==> src/rtl/method_call_arbiter_if.sv <==
// Call-handshake bundle between the arbiter, its clients and the shared method unit.
// master: arbiter side (drives client status and m_req).
// slave : environment side (drives client requests and the method unit response).
interface method_call_arbiter_if #(
  parameter int N_CLIENTS = 4,
  parameter int RET_WIDTH = 1,
  parameter int ID_WIDTH  = 2
);
  logic [N_CLIENTS-1:0] cli_req;
  logic [N_CLIENTS-1:0] cli_busy;
  logic [N_CLIENTS-1:0] cli_done;
  logic [RET_WIDTH-1:0] cli_return;
  logic                 cli_error;
  logic                 m_req;
  logic                 m_busy;
  logic [RET_WIDTH-1:0] m_return;
  logic [ID_WIDTH-1:0]  grant_id;
  logic                 active;

  modport master (
    input  cli_req, m_busy, m_return,
    output cli_busy, cli_done, cli_return, cli_error, m_req, grant_id, active
  );

  modport slave (
    output cli_req, m_busy, m_return,
    input  cli_busy, cli_done, cli_return, cli_error, m_req, grant_id, active
  );
endinterface

==> src/rtl/method_call_arbiter.sv <==
// Round-robin arbiter sharing one req/busy/return method unit among N_CLIENTS
// requesters. One call in flight at a time: IDLE -> ISSUE -> RUN -> DONE.
// Optional feature: define METHOD_CALL_ARBITER_TIMEOUT_EN to abort calls that
// exceed TIMEOUT cycles (cli_error flags the aborted call on its done pulse).
module method_call_arbiter #(
  parameter int N_CLIENTS = 4,
  parameter int RET_WIDTH = 1,
  parameter int ID_WIDTH  = 2,
  parameter int TIMEOUT   = 100000
) (
  input  logic clk,
  input  logic reset,
  method_call_arbiter_if.master bus
);

  typedef enum logic [1:0] {IDLE, ISSUE, RUN, DONE} state_t;

  state_t               state;
  logic [ID_WIDTH-1:0]  ptr;

  logic                 win_vld;
  logic [ID_WIDTH-1:0]  win_id;
  logic [N_CLIENTS-1:0] win_oh;

  // Round-robin pick: lowest requester at or above ptr, else lowest overall (wrap).
  always_comb begin
    win_vld = 1'b0;
    win_id  = '0;
    win_oh  = '0;
    for (int j = N_CLIENTS-1; j >= 0; j--) begin
      if (bus.cli_req[j]) begin
        win_vld   = 1'b1;
        win_id    = ID_WIDTH'(j);
        win_oh    = '0;
        win_oh[j] = 1'b1;
      end
    end
    for (int j = N_CLIENTS-1; j >= 0; j--) begin
      if (bus.cli_req[j] && (j >= int'(ptr))) begin
        win_id    = ID_WIDTH'(j);
        win_oh    = '0;
        win_oh[j] = 1'b1;
      end
    end
  end

`ifdef METHOD_CALL_ARBITER_TIMEOUT_EN
  logic [31:0] tmo_cnt;
  logic        tmo_hit;

  // Counter holds the cycles already spent in ISSUE/RUN; abort on the edge it reaches TIMEOUT.
  assign tmo_hit = (tmo_cnt == 32'(TIMEOUT - 1));
`else
  logic unused_tmo;
  assign unused_tmo    = ^(32'(TIMEOUT));
  assign bus.cli_error = 1'b0;
`endif

  // Call FSM with registered outputs; cli_busy doubles as the granted client's one-hot.
  always_ff @(posedge clk) begin
    if (!reset) begin
      state          <= IDLE;
      ptr            <= '0;
      bus.cli_busy   <= '0;
      bus.cli_done   <= '0;
      bus.cli_return <= '0;
      bus.m_req      <= 1'b0;
      bus.grant_id   <= '0;
      bus.active     <= 1'b0;
`ifdef METHOD_CALL_ARBITER_TIMEOUT_EN
      bus.cli_error  <= 1'b0;
      tmo_cnt        <= '0;
`endif
    end else begin
      case (state)
        IDLE: begin
          // A method still busy (stale call or post-abort) blocks new grants.
          if (!bus.m_busy && win_vld) begin
            bus.grant_id <= win_id;
            bus.cli_busy <= win_oh;
            bus.active   <= 1'b1;
            bus.m_req    <= 1'b1;
            state        <= ISSUE;
`ifdef METHOD_CALL_ARBITER_TIMEOUT_EN
            tmo_cnt      <= '0;
`endif
          end
        end

        ISSUE: begin
`ifdef METHOD_CALL_ARBITER_TIMEOUT_EN
          tmo_cnt <= tmo_cnt + 32'd1;
          if (tmo_hit) begin
            bus.m_req      <= 1'b0;
            bus.cli_return <= '0;
            bus.cli_error  <= 1'b1;
            bus.cli_done   <= bus.cli_busy;
            bus.cli_busy   <= '0;
            bus.active     <= 1'b0;
            state          <= DONE;
          end else
`endif
          if (bus.m_busy) begin
            bus.m_req <= 1'b0;
            state     <= RUN;
          end
        end

        RUN: begin
`ifdef METHOD_CALL_ARBITER_TIMEOUT_EN
          tmo_cnt <= tmo_cnt + 32'd1;
          if (tmo_hit) begin
            bus.cli_return <= '0;
            bus.cli_error  <= 1'b1;
            bus.cli_done   <= bus.cli_busy;
            bus.cli_busy   <= '0;
            bus.active     <= 1'b0;
            state          <= DONE;
          end else
`endif
          if (!bus.m_busy) begin
            bus.cli_return <= bus.m_return;
            bus.cli_done   <= bus.cli_busy;
            bus.cli_busy   <= '0;
            bus.active     <= 1'b0;
            state          <= DONE;
          end
        end

        DONE: begin
          // Served client drops to lowest priority for the next round.
          bus.cli_done <= '0;
          ptr          <= (bus.grant_id == ID_WIDTH'(N_CLIENTS - 1)) ? '0 : bus.grant_id + 1'b1;
          state        <= IDLE;
`ifdef METHOD_CALL_ARBITER_TIMEOUT_EN
          bus.cli_error <= 1'b0;
`endif
        end

        default: state <= IDLE;
      endcase
    end
  end

endmodule

==> src/flat_wrapper.sv <==
// flat-port wrapper written by rule: the top's interface ports become plain ports
module method_call_arbiter_flat 
#(
  parameter int N_CLIENTS = 4,
  parameter int RET_WIDTH = 1,
  parameter int ID_WIDTH  = 2,
  parameter int TIMEOUT   = 100000
)
  (clk, reset, bus_cli_req, bus_m_busy, bus_m_return, bus_cli_busy, bus_cli_done, bus_cli_return, bus_cli_error, bus_m_req, bus_grant_id, bus_active);
  method_call_arbiter_if #(.N_CLIENTS(N_CLIENTS), .RET_WIDTH(RET_WIDTH), .ID_WIDTH(ID_WIDTH)) bus_i ();
  input  logic clk;
  input  logic reset;
  input wire logic [$bits(bus_i.cli_req)-1:0] bus_cli_req;
  input wire logic [$bits(bus_i.m_busy)-1:0] bus_m_busy;
  input wire logic [$bits(bus_i.m_return)-1:0] bus_m_return;
  output wire logic [$bits(bus_i.cli_busy)-1:0] bus_cli_busy;
  output wire logic [$bits(bus_i.cli_done)-1:0] bus_cli_done;
  output wire logic [$bits(bus_i.cli_return)-1:0] bus_cli_return;
  output wire logic [$bits(bus_i.cli_error)-1:0] bus_cli_error;
  output wire logic [$bits(bus_i.m_req)-1:0] bus_m_req;
  output wire logic [$bits(bus_i.grant_id)-1:0] bus_grant_id;
  output wire logic [$bits(bus_i.active)-1:0] bus_active;
  assign bus_i.cli_req = bus_cli_req;
  assign bus_i.m_busy = bus_m_busy;
  assign bus_i.m_return = bus_m_return;
  assign bus_cli_busy = bus_i.cli_busy;
  assign bus_cli_done = bus_i.cli_done;
  assign bus_cli_return = bus_i.cli_return;
  assign bus_cli_error = bus_i.cli_error;
  assign bus_m_req = bus_i.m_req;
  assign bus_grant_id = bus_i.grant_id;
  assign bus_active = bus_i.active;
  method_call_arbiter #(.N_CLIENTS(N_CLIENTS), .RET_WIDTH(RET_WIDTH), .ID_WIDTH(ID_WIDTH), .TIMEOUT(TIMEOUT)) u_core (.clk(clk), .reset(reset), .bus(bus_i));
endmodule
==> config.mk <==
export PLATFORM = sky130hd
export DESIGN_NAME = method_call_arbiter_flat
export DESIGN_NICKNAME = d
export VERILOG_FILES = /design/src/rtl/method_call_arbiter_if.sv /design/src/rtl/method_call_arbiter.sv /design/src/flat_wrapper.sv
export SDC_FILE = /design/constraint.sdc
export NUM_CORES = 1
export LEC_CHECK = 0
export CAP_MARGIN = 20
export CORE_ASPECT_RATIO = 1.2
export CORE_MARGIN = 1
export CORE_UTILIZATION = 52
export DETAILED_ROUTE_END_ITERATION = 6
export HOLD_SLACK_MARGIN = 0.02
export PLACE_DENSITY = 0.94
export SLEW_MARGIN = 30
export SYNTH_ARGS = -nofsm -noshare
export SYNTH_HDL_FRONTEND = slang
export SYNTH_SLANG_ARGS = --single-unit
==> constraint.sdc <==
create_clock -name clk -period 2.6 [get_ports clk]
set_clock_uncertainty 0.15 [all_clocks]
set_input_delay 0.26 -clock clk [delete_from_list [all_inputs] [get_ports clk]]
set_output_delay 0.26 -clock clk [all_outputs]
set_load 0.1 [all_outputs]
==> images/placement_by_type.png <==
Bar = 10 µm. Fill, decap, tap and diode cells in gray.
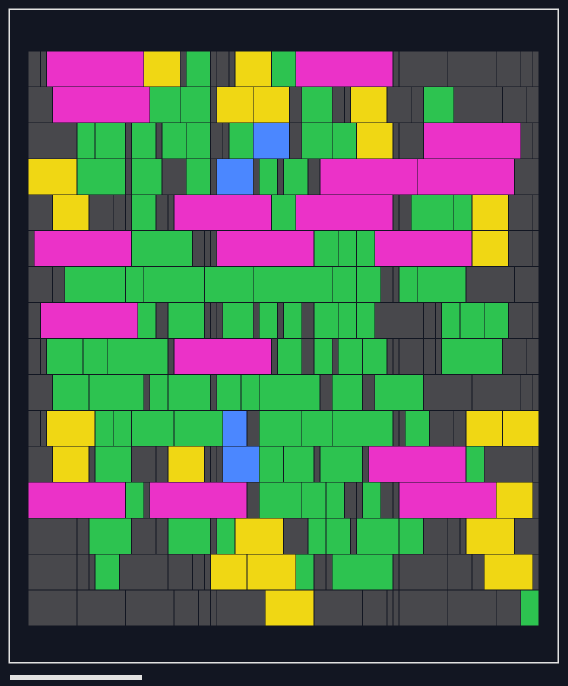
- green: combinational and other logic (cells 93)
- yellow: other buffers and delay cells (cells 22)
- blue: clock drivers and dummy loads (cells 4)
- magenta: flops (cells 17)
Final Cell Area: 0.00117 mm²
row cnt: 16
core area: 0.00168 mm²
post-layout util: 69.3%
fraction of area in registers: 29.2%

==> images/placement.png <==
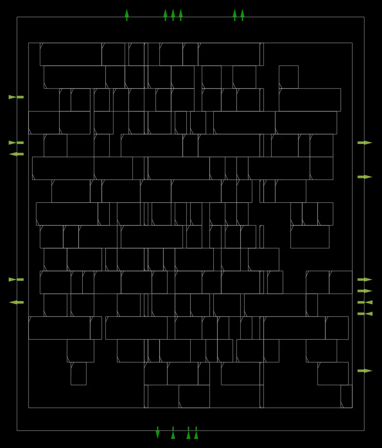
fin cells: 154
Seq cells: 17
Tap Count: 18
Layout fillers: 142

==> images/power_grid.png <==
Pins as bars on the die edge. Tap cells in gray.
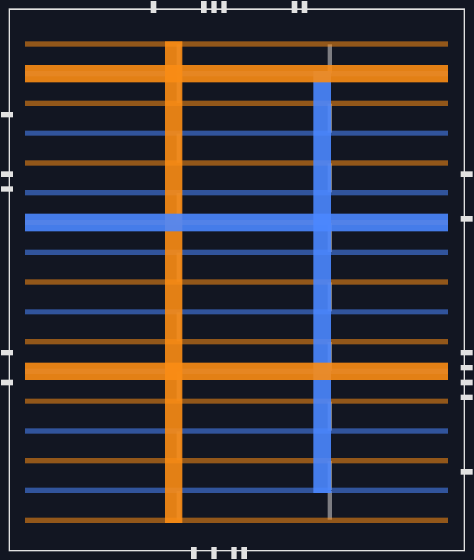
- blue: VDD
- orange: VSS
- met5 straps: 3
- tap cells: 18

==> results.ini <==
[status]
status = complete, no violations

[power]
leakage_nw = 0.474
top_power_group = combinational cells
worst_ir_drop_vdd_uv = 658
power.internal_mw = 0.520
comb_power_mw = 0.566
p_switching_mw = 0.532
pwr-share-seq_pct = 32.5
swShare_pct = 50.5
p_clk_mw = 0.145
p_total_mw = 1.05
power.density_mw_per_mm2 = 902
clockPowerShare_pct = 13.8
p_seq_mw = 0.342
pwr-share-comb_pct = 53.8

[cells_and_area]
comb_area_um2 = 567
finalNetCount = 150
diodes = 0
lay_top_cells = dfxtp_1 (17), buf_4 (15), a21oi_1 (10), nand2_1 (10), o21ai_0 (9)
clockNetworkAreaShare_pct = 2.36
inverters = 7
flop_area_um2 = 340
final.clkbuf_count = 3
final_common_cell = dfxtp_1
syn_to_final_growth_pct = 20.1
dominant-cell-class = logic gates
drive_above_1_share_pct = 17.6
num-multi-input-gates = 86
buf_share_pct = 15.7
comb_share_pct = 48.6
nNonClkBuffers = 22

[drt]
drt_iter0_drc = 24
drt-met1-wl_um = 904
drt-total-wl_um = 2240
drc = 0
num_vias = 934
route.antenna.remaining_nets = 0
firstDrtPassIters = 4
dr_wl_met2_um = 1180
top_layer_used = met4
avgRoutedWirePerCell_um = 14.5
wl_met3_um = 133
viasPerCell = 6.06

[global_routing]
busiest_layer = met2
grt_max_degree = 15
met2_usage_pct = 43.5
grt_pass1_vias = 871
use_met1_pct = 26.6
gr-total-overflow = 0
grt_pass1_wl_um = 3860
grt_use_met3_pct = 5.93
antenna_found_initial = 0
grt_usage_pct = 23.9

[placed_design]
dp_slack_ns = 0.453
port_buffers = 20
place_area_mm2 = 0.00114
dp_hpwl_um = 1650
place.gp.congestion = 0.848
place_inst = 150

[final_timing]
worst_slew_pin_slew_ns = 0.498
finalSetupViolations = 0
hold_violations = 0
finalSetupTns_ns = 0
setup_slack_ns = 0.481
period_used_pct = 81.5
rsz0062_at_grt = no
holdWs_ns = 0.336
fmax_mhz = 472
period_minus_slack_ns = 2.12
relSlewSlack_pct = 66.7
slew_violations = 0

[logic_synthesis]
xor_share_pct = 0
synth-edff-count = 0
synth_area_um2 = 971
ys_cells = 118
async_reset_ff_share_pct = 0
aoi_share_pct = 26.0
synth.distinct_cells = 37
top_cell_area_share_pct = 35.1
synth_nets = 131
synth.avg_cell_area_um2 = 8.23
netlist_instances = 118
yosysTopAreaCell = dfxtp_1
mux_share_pct = 4.25
yosysWarnings = 0
ff_type = dfxtp_1
yosys-stat-area_um2 = 971
ys_ff = 17
yosys-top-cells-area = dfxtp_1 (35%), ha_1 (6.4%), a21oi_1 (5.2%)
ys_sh_simple_pct = 21.3
adder_share_pct = 6.44
synth_seq_share_pct = 35.1
common_cells = dfxtp_1 (17), a21oi_1 (10), nand2_1 (10)
top_logic_kind = AND-OR/OR-AND gates
yosysMostFrequentCell = dfxtp_1

[setup_path]
critPathTopFamily = AND-OR/OR-AND gates
cp.arrival_ns = 2.19
regToRegStartpoint = u_core.state[0]
cp_max_fo = 14
crit_type = reg -> reg
worstPathCellList = inv_1, ha_1, nor2_1, a211oi_1, o2111ai_1, a21oi_1
critPathLaunchType = flip-flop
crit_start = u_core.state[0]
cpPeakStageDelay_ns = 0.46
worstPathRequired_ns = 2.67
slowest_stage = a211oi_1
path_buffers = 1
end_kind = flip-flop

[floorplanning]
die_h_um = 49.3
ios = 22
initCoreUtil_pct = 57.7
die.size.x_um = 41.4
die_area_mm2 = 0.00204

[clocking]
clock_path_buffers = 2
clockRootBuffer = clkbuf_4
post_cts_buffers = 0
tritoncts = yes
cts.sinks = 17
clock.latency.late_pin_ns = 0.29
path_clk_slew_ns = 0.10
cts_buffers = 3
cts-hold-fix-buffers = 0
ctsResizeCount = 0
h-tree-depth = 1

[job]
maxCapViolations = 0
warnings = 29

[min_path]
hold_class = reg -> reg
hp-start = u_core.bus.active

## final timing paths
path | end | slack (ns) | depth (start not counted)
setup reg to reg | u_core.bus.cli_busy[1] | 0.48 | 6
setup / recovery | u_core.bus.cli_busy[1] | 0.48 | 6
hold reg to reg | u_core.bus.active | 0.34 | 2
hold / removal | u_core.bus.active | 0.34 | 2
## state kept, by name (all words and copies together) (netlist names)
| register | cells |
|---|---|
| u_core.bus.active | 1 |
| u_core.bus.cli_busy | 4 |
| u_core.bus.cli_done | 4 |
| u_core.bus.cli_return | 1 |
| u_core.bus.grant_id | 2 |
| u_core.bus.m_req | 1 |
| u_core.ptr | 2 |
| u_core.state | 2 |
Power figures rest on the tool's default switching activity, not on a simulated workload.
